$ cat config.mk
export PLATFORM = sky130hd
export DESIGN_NAME = mem_stage_flat
export DESIGN_NICKNAME = d
export VERILOG_FILES = /design/src/rtl/mips_pkg.sv /design/src/rtl/mem_stage_if.sv /design/src/rtl/mem_stage_load_align.sv /design/src/rtl/mem_stage.sv /design/src/flat_wrapper.sv
export SDC_FILE = /design/constraint.sdc
export NUM_CORES = 1
export LEC_CHECK = 0
export CORE_UTILIZATION = 30
export DETAILED_ROUTE_END_ITERATION = 8
export GPL_TIMING_DRIVEN = 0
export PLACE_DENSITY = 0.66
export RECOVER_POWER = 50
export SKIP_CTS_REPAIR_TIMING = 1
export SLEW_MARGIN = 5
export SYNTH_ARGS = -nofsm -noshare
export SYNTH_HDL_FRONTEND = slang
export SYNTH_SLANG_ARGS = --single-unit
$ cat constraint.sdc
create_clock -name clk -period 2 [get_ports clk]
set_clock_uncertainty 0.1 [all_clocks]
set_input_delay 0.2 -clock clk [delete_from_list [all_inputs] [get_ports clk]]
set_output_delay 0.2 -clock clk [all_outputs]
set_load 0.01 [all_outputs]
$ cat src/rtl/mips_pkg.sv
// Shared types and helpers for the MIPS memory stage: access sizes, FSM states,
// and the lane-placement rules for byte enables and store data.
package mips_pkg;

  localparam int XLEN = 32;

  typedef enum logic [1:0] {
    MEM_BYTE = 2'b00,
    MEM_HALF = 2'b01,
    MEM_WORD = 2'b10
  } mem_size_t;

  typedef enum logic {
    IDLE     = 1'b0,
    WAIT_ACK = 1'b1
  } mem_state_t;

  // The unused size code 2'b11 behaves as a word access.
  function automatic mem_size_t decodeSize(input logic [1:0] raw);
    case (raw)
      2'b00:   return MEM_BYTE;
      2'b01:   return MEM_HALF;
      default: return MEM_WORD;
    endcase
  endfunction

  function automatic logic isMisaligned(input mem_size_t size, input logic [1:0] addrLo);
    case (size)
      MEM_HALF: return addrLo[0];
      MEM_WORD: return |addrLo;
      default:  return 1'b0;
    endcase
  endfunction

  function automatic logic [3:0] byteEnable(input mem_size_t size, input logic [1:0] addrLo);
    case (size)
      MEM_BYTE: return 4'b0001 << addrLo;
      MEM_HALF: return addrLo[1] ? 4'b1100 : 4'b0011;
      default:  return 4'b1111;
    endcase
  endfunction

  // Store data is replicated across every lane so the memory only needs the enables.
  function automatic logic [XLEN-1:0] storeData(input mem_size_t size, input logic [XLEN-1:0] d);
    case (size)
      MEM_BYTE: return {4{d[7:0]}};
      MEM_HALF: return {2{d[15:0]}};
      default:  return d;
    endcase
  endfunction

endpackage

$ cat src/rtl/mem_stage_if.sv
// Data-memory request/response bus between the memory stage (master) and the
// data memory (slave). Requests are held stable until the one-cycle ack.
interface mem_stage_if;
  import mips_pkg::*;

  logic            dmem_req;
  logic            dmem_we;
  logic [XLEN-1:0] dmem_addr;
  logic [3:0]      dmem_be;
  logic [XLEN-1:0] dmem_wdata;
  logic            dmem_ack;
  logic [XLEN-1:0] dmem_rdata;

  modport master (
    output dmem_req,
    output dmem_we,
    output dmem_addr,
    output dmem_be,
    output dmem_wdata,
    input  dmem_ack,
    input  dmem_rdata
  );

  modport slave (
    input  dmem_req,
    input  dmem_we,
    input  dmem_addr,
    input  dmem_be,
    input  dmem_wdata,
    output dmem_ack,
    output dmem_rdata
  );

endinterface

$ cat src/rtl/mem_stage_load_align.sv
// Extracts the addressed byte/half from a little-endian memory word and
// sign- or zero-extends it to 32 bits; words pass straight through.
module load_align
  import mips_pkg::*;
(
  input  logic [XLEN-1:0] rdata,
  input  logic [1:0]      addrLo,
  input  mem_size_t       size,
  input  logic            isUnsigned,
  output logic [XLEN-1:0] result
);

  logic [7:0]  lane [4];
  logic [7:0]  selByte;
  logic [15:0] selHalf;

  genvar gi;
  generate
    for (gi = 0; gi < 4; gi++) begin : g_lane
      assign lane[gi] = rdata[8*gi +: 8];
    end
  endgenerate

  always_comb begin
    selByte = lane[addrLo];
    selHalf = addrLo[1] ? rdata[31:16] : rdata[15:0];
    result  = rdata;
    case (size)
      MEM_BYTE: result = {{24{selByte[7] & ~isUnsigned}}, selByte};
      MEM_HALF: result = {{16{selHalf[15] & ~isUnsigned}}, selHalf};
      default:  result = rdata;
    endcase
  end

endmodule

$ cat src/rtl/mem_stage.sv
// MIPS MEM stage: issues aligned loads/stores on the data-memory bus, stalls the
// pipeline until the ack, and presents registered MEM/WB results.
module mem_stage
  import mips_pkg::*;
(
  input  logic            clk,
  input  logic            rst,

  input  logic            ex_valid,
  input  logic            ex_RegWrite,
  input  logic            ex_MemtoReg,
  input  logic            ex_MemRead,
  input  logic            ex_MemWrite,
  input  logic [XLEN-1:0] ex_alu_result,
  input  logic [XLEN-1:0] ex_store_data,
  input  logic [4:0]      ex_write_reg,
  input  logic [1:0]      ex_mem_size,
  input  logic            ex_mem_unsigned,

  output logic            mem_stall,

  mem_stage_if.master     dmem,

  output logic            wb_valid,
  output logic            wb_RegWrite,
  output logic            wb_MemtoReg,
  output logic            wb_misaligned,
  output logic [XLEN-1:0] wb_read_data,
  output logic [XLEN-1:0] wb_alu_result,
  output logic [4:0]      wb_write_reg
);

  mem_state_t stateReg, stateNext;

  mem_size_t  exSize;
  logic       exMemOp;
  logic       exMisaligned;

  logic       issue;
  logic       fastDone;
  logic       ackDone;

  logic [XLEN-1:0] addrReg;
  logic [XLEN-1:0] wdataReg;
  logic [3:0]      beReg;
  logic            weReg;

  // Everything needed to retire the pending access, captured at issue so the
  // retirement never depends on what upstream presents during the wait.
  logic            pendRegWrite;
  logic            pendMemtoReg;
  logic            pendLoad;
  logic            pendUnsigned;
  mem_size_t       pendSize;
  logic [XLEN-1:0] pendAluResult;
  logic [4:0]      pendWriteReg;

  logic [XLEN-1:0] loadData;

  assign exSize       = decodeSize(ex_mem_size);
  assign exMemOp      = ex_valid & (ex_MemRead | ex_MemWrite);
  assign exMisaligned = exMemOp & isMisaligned(exSize, ex_alu_result[1:0]);

  always_ff @(posedge clk) begin
    if (rst) begin
      stateReg <= IDLE;
    end else begin
      stateReg <= stateNext;
    end
  end

  always_comb begin
    stateNext = stateReg;
    mem_stall = 1'b0;
    issue     = 1'b0;
    fastDone  = 1'b0;
    ackDone   = 1'b0;
    case (stateReg)
      IDLE: begin
        if (exMemOp && !exMisaligned) begin
          mem_stall = 1'b1;
          issue     = 1'b1;
          stateNext = WAIT_ACK;
        end else if (ex_valid) begin
          fastDone = 1'b1;
        end
      end
      WAIT_ACK: begin
        if (dmem.dmem_ack) begin
          ackDone   = 1'b1;
          stateNext = IDLE;
        end else begin
          mem_stall = 1'b1;
        end
      end
      default: stateNext = IDLE;
    endcase
  end

  always_ff @(posedge clk) begin
    if (rst) begin
      addrReg       <= '0;
      wdataReg      <= '0;
      beReg         <= '0;
      weReg         <= 1'b0;
      pendRegWrite  <= 1'b0;
      pendMemtoReg  <= 1'b0;
      pendLoad      <= 1'b0;
      pendUnsigned  <= 1'b0;
      pendSize      <= MEM_BYTE;
      pendAluResult <= '0;
      pendWriteReg  <= '0;
      wb_valid      <= 1'b0;
      wb_RegWrite   <= 1'b0;
      wb_MemtoReg   <= 1'b0;
      wb_misaligned <= 1'b0;
      wb_read_data  <= '0;
      wb_alu_result <= '0;
      wb_write_reg  <= '0;
    end else begin
      wb_valid <= fastDone | ackDone;

      if (issue) begin
        addrReg       <= {ex_alu_result[XLEN-1:2], 2'b00};
        beReg         <= byteEnable(exSize, ex_alu_result[1:0]);
        wdataReg      <= storeData(exSize, ex_store_data);
        weReg         <= ex_MemWrite;
        pendRegWrite  <= ex_RegWrite;
        pendMemtoReg  <= ex_MemtoReg;
        pendLoad      <= ex_MemRead & ~ex_MemWrite;
        pendUnsigned  <= ex_mem_unsigned;
        pendSize      <= exSize;
        pendAluResult <= ex_alu_result;
        pendWriteReg  <= ex_write_reg;
      end

      // Non-memory ops and misaligned accesses retire in one cycle; a
      // misaligned access must never write the register file.
      if (fastDone) begin
        wb_RegWrite   <= ex_RegWrite & ~exMisaligned;
        wb_MemtoReg   <= ex_MemtoReg;
        wb_misaligned <= exMisaligned;
        wb_alu_result <= ex_alu_result;
        wb_write_reg  <= ex_write_reg;
      end

      if (ackDone) begin
        weReg         <= 1'b0;
        wb_RegWrite   <= pendRegWrite;
        wb_MemtoReg   <= pendMemtoReg;
        wb_misaligned <= 1'b0;
        wb_alu_result <= pendAluResult;
        wb_write_reg  <= pendWriteReg;
        if (pendLoad) begin
          wb_read_data <= loadData;
        end
      end
    end
  end

  load_align u_load_align (
    .rdata      (dmem.dmem_rdata),
    .addrLo     (pendAluResult[1:0]),
    .size       (pendSize),
    .isUnsigned (pendUnsigned),
    .result     (loadData)
  );

  assign dmem.dmem_req   = (stateReg == WAIT_ACK);
  assign dmem.dmem_we    = weReg;
  assign dmem.dmem_addr  = addrReg;
  assign dmem.dmem_be    = beReg;
  assign dmem.dmem_wdata = wdataReg;

endmodule

$ cat src/flat_wrapper.sv
// flat-port wrapper written by rule: the top's interface ports become plain ports
module mem_stage_flat import mips_pkg::*;
  (clk, rst, ex_valid, ex_RegWrite, ex_MemtoReg, ex_MemRead, ex_MemWrite, ex_alu_result, ex_store_data, ex_write_reg, ex_mem_size, ex_mem_unsigned, mem_stall, wb_valid, wb_RegWrite, wb_MemtoReg, wb_misaligned, wb_read_data, wb_alu_result, wb_write_reg, dmem_dmem_req, dmem_dmem_we, dmem_dmem_addr, dmem_dmem_be, dmem_dmem_wdata, dmem_dmem_ack, dmem_dmem_rdata);
  mem_stage_if dmem_i ();
  input  logic clk;
  input  logic rst;
  input  logic ex_valid;
  input  logic ex_RegWrite;
  input  logic ex_MemtoReg;
  input  logic ex_MemRead;
  input  logic ex_MemWrite;
  input  logic [XLEN-1:0] ex_alu_result;
  input  logic [XLEN-1:0] ex_store_data;
  input  logic [4:0] ex_write_reg;
  input  logic [1:0] ex_mem_size;
  input  logic ex_mem_unsigned;
  output logic mem_stall;
  output logic wb_valid;
  output logic wb_RegWrite;
  output logic wb_MemtoReg;
  output logic wb_misaligned;
  output logic [XLEN-1:0] wb_read_data;
  output logic [XLEN-1:0] wb_alu_result;
  output logic [4:0] wb_write_reg;
  output wire logic [$bits(dmem_i.dmem_req)-1:0] dmem_dmem_req;
  output wire logic [$bits(dmem_i.dmem_we)-1:0] dmem_dmem_we;
  output wire logic [$bits(dmem_i.dmem_addr)-1:0] dmem_dmem_addr;
  output wire logic [$bits(dmem_i.dmem_be)-1:0] dmem_dmem_be;
  output wire logic [$bits(dmem_i.dmem_wdata)-1:0] dmem_dmem_wdata;
  input wire logic [$bits(dmem_i.dmem_ack)-1:0] dmem_dmem_ack;
  input wire logic [$bits(dmem_i.dmem_rdata)-1:0] dmem_dmem_rdata;
  assign dmem_dmem_req = dmem_i.dmem_req;
  assign dmem_dmem_we = dmem_i.dmem_we;
  assign dmem_dmem_addr = dmem_i.dmem_addr;
  assign dmem_dmem_be = dmem_i.dmem_be;
  assign dmem_dmem_wdata = dmem_i.dmem_wdata;
  assign dmem_i.dmem_ack = dmem_dmem_ack;
  assign dmem_i.dmem_rdata = dmem_dmem_rdata;
  mem_stage u_core (.clk(clk), .rst(rst), .ex_valid(ex_valid), .ex_RegWrite(ex_RegWrite), .ex_MemtoReg(ex_MemtoReg), .ex_MemRead(ex_MemRead), .ex_MemWrite(ex_MemWrite), .ex_alu_result(ex_alu_result), .ex_store_data(ex_store_data), .ex_write_reg(ex_write_reg), .ex_mem_size(ex_mem_size), .ex_mem_unsigned(ex_mem_unsigned), .mem_stall(mem_stall), .dmem(dmem_i), .wb_valid(wb_valid), .wb_RegWrite(wb_RegWrite), .wb_MemtoReg(wb_MemtoReg), .wb_misaligned(wb_misaligned), .wb_read_data(wb_read_data), .wb_alu_result(wb_alu_result), .wb_write_reg(wb_write_reg));
endmodule
==> results.ini <==
[die]
io_pins = 256
fp.dieArea_um2 = 24200
core_area_um2 = 22800
die_h_um = 155
initCoreUtil = 0.309
row_count = 55

[global_route]
gr-total-overflow = 0
grt_max_degree = 17
grt_pass1_wl_mm = 39.4
antenna_found_initial = 3

[cts]
clkSinkCount = 154
cts_root_buf = clkbuf_16
cts_tree = built
clk_latency_ns = 0.43
cts_buffers = 17
htreeDepth = 4
clkTransAtPathRegs_ns = 0.07

[synthesis]
flop_cell = dfxtp_1
top_cells_by_area = dfxtp_1 44%, a211oi_1 7.9%, nand2_1 7.9%
edf_count = 0
synth.most_common_cell = dfxtp_1
yosysTopAreaCellShare = 0.436
ys_warn_count = 0
ys_seq_share = 0.436
avgSynthCellArea_um2 = 8.28
synthCells = 854
syn_area_um2 = 7070
yosys_area_um2 = 7070
ys_cells = 854
common_cells = 154 x dfxtp_1, 148 x nand2_1, 99 x a21oi_1
yosysTopAreaCell = dfxtp_1

[worst_setup_path]
cp.required_ns = 1.70
worst-r2r-setup-slack_ns = 0.05
crit_type = flip-flop to output port
reg2regPathDepth = 6
crit_chain = nand2b_4, or4_4, o21ai_2, buf_6
start_kind = flip-flop
endpoint_kind = output port
r2r_start = u_core.dmem.dmem_req
cp_max_fo = 7
arrival_ns = 1.74
worstReg2RegEnd = u_core.pendAluResult[27]
crit_slowest_cell = or4_4

[cells_and_area]
fill_cells = 2267
design_area_um2 = 10700
utilization = 0.468
drive_above_1_share = 0.136
synthToLayoutAreaGrowth_pct = 51.2
finalNetCount = 1242

[min_path]
hp-class = input port to flip-flop
hold_end = u_core.pendAluResult[1]
worstHoldStart = ex_alu_result[1]

[job]
drv_cap = 0

[run_status]
status = finished, violations left
violations = negative setup slack

[timing]
tightest_slew_ns = 0.802
hold_violations = 0
rsz0062_at_grt = yes
setup_viol = 2
period_used_share = 1.02
fmax_ghz = 0.489
slew_headroom = 0.465
setup_ws_ns = -0.0445

[drt]
ant_nets = 0
first_pass_iters = 5
vias_per_cell = 4.89
wl_per_cell_um = 17.6
drc = 0
drtIter0Drc = 363

[power_and_ir_drop]
ir_worst_vdd_uv = 531

[placement]
io_buffers = 253
placed_area_um2 = 10000
gp_congestion = 0.847
hpwl_mm = 19.1
post-place-ws_ns = -0.832

-- metal layers --
metal | GRT usage | wire [µm]
met5 | 0 | 17
met4 | 0.0850 | 820
met3 | 0.0735 | 2120
met2 | 0.350 | 11700
met1 | 0.256 | 11000
-- cell type report --
cell class                      count  area [µm²]  area share
Sequential cell                   154        3090       0.289
Clock inverter                     15         155      0.0145
Clock buffer                       17         425      0.0398
Inverter                           41         154      0.0144
Timing Repair Buffer              258        2580       0.241
Tap cell                          313         392      0.0367
Multi-Input combinational cell    557        3350       0.313
Buffer                            101         547      0.0512
-- critical path: cells and delay by family, from the launching register on --
family / cells / cell delay [ns]
flops: 1 / 0.37
buf+inv: 1 / 0.13
compound gates: 1 / 0.10
simple gates: 2 / 0.71
-- cell families after synthesis --
| kind of cell | Yosys count | synth area share |
|---|---|---|
| buf+inv | 144 | 0.0972 |
| flops | 154 | 0.436 |
| compound gates | 243 | 0.218 |
| simple gates | 250 | 0.152 |
| mux | 62 | 0.0956 |
| other cells | 1 | 0.000531 |
-- worst max-delay path by stage --
stage | slack (ns) | cells after the start | from | to
final | -0.04 | 4 | u_core.dmem.dmem_req | mem_stall
after global routing | -0.17 | 7 | ex_mem_size[0] | u_core.wb_alu_result[25]
after CTS | -0.83 | 5 | u_core.dmem.dmem_req | mem_stall
after detailed placement | -0.83 | 5 | dmem_dmem_ack | u_core.wb_read_data[15]
after global placement | -0.84 | 5 | dmem_dmem_ack | u_core.wb_read_data[9]
after floorplan | 0.15 | 4 | u_core.dmem.dmem_req | u_core.wb_read_data[15]
-- power by group --
part           switching [mW]  internal [mW]  leakage (nW)
Clock                    1.49           1.76         0.280
Sequential              0.102           3.24          1.26
Combinational           0.724          0.773          2.25
-- metrics by stage --
stage                     setup TNS (ns)  instances  power (mW)
final                            -0.0611       1456        8.09
after global routing               -7.10       1456        8.46
after CTS                         -22.87       1453        8.14
after detailed placement          -81.39       1421        4.88
after global placement            -79.31       1421        4.87
after floorplan                        0        855        4.07
-- placed cells by master, fill, tap and decap left out, types with 3 or more instances in the layout --
| master | netlist | routed |
|---|---|---|
| mux2_2 | 44 | 44 |
| dfxtp_1 | 154 | 153 |
| buf_2 | 15 | 14 |
| and2_1 | 10 | 10 |
| a32oi_1 | 8 | 8 |
| nand3_1 | 3 | 3 |
| clkinv_4 | 0 | 4 |
| nor2_1 | 53 | 53 |
| a21oi_1 | 99 | 99 |
| nand2_1 | 148 | 148 |
| clkbuf_16 | 0 | 17 |
| inv_1 | 40 | 40 |
| o211ai_1 | 10 | 10 |
| buf_1 | 4 | 3 |
| nand3b_1 | 9 | 9 |
| nor2b_1 | 12 | 11 |
| clkbuf_1 | 50 | 34 |
| clkdlybuf4s50_1 | 0 | 250 |
| a211oi_1 | 74 | 73 |
| o21ai_0 | 28 | 27 |
| mux2i_1 | 18 | 18 |
| a311oi_1 | 17 | 17 |
| nand2b_1 | 4 | 3 |
| clkbuf_2 | 0 | 15 |
| inv_6 | 0 | 6 |
| buf_4 | 34 | 39 |
==> images/wires.png <==
Two of the layers only.
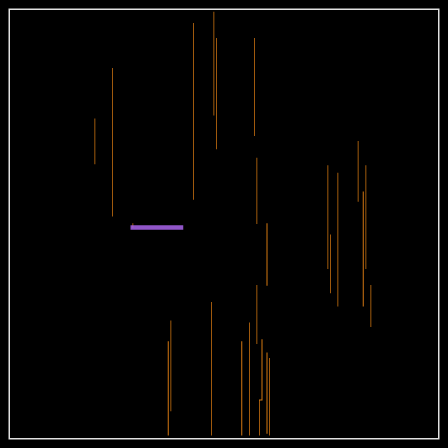
Purple is metal 5, wire length 17.5 µm. Orange is metal 4, wire length 820 µm.

==> images/layer_met4.png <==
Bar = 50 µm.
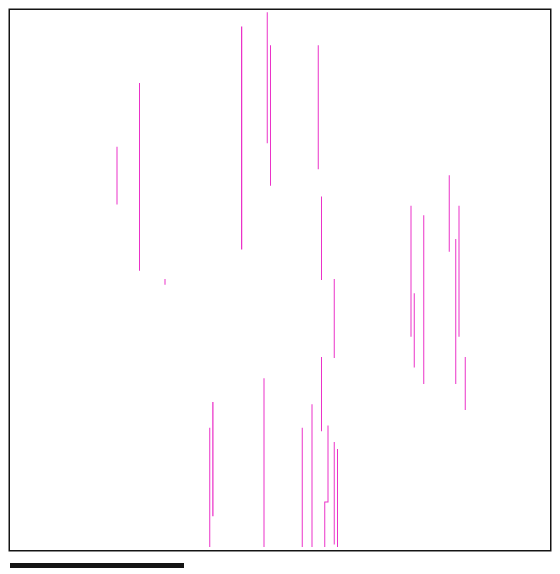
21 nets have wire on it. The layer carries 820 µm of wire. The wires run mostly vertical. The layer holds 3.2% of the routed length.
vias after detailed routing: 7126
final WL: 25.6 mm

No activity file was given, so power comes from the tool's default toggle rates.
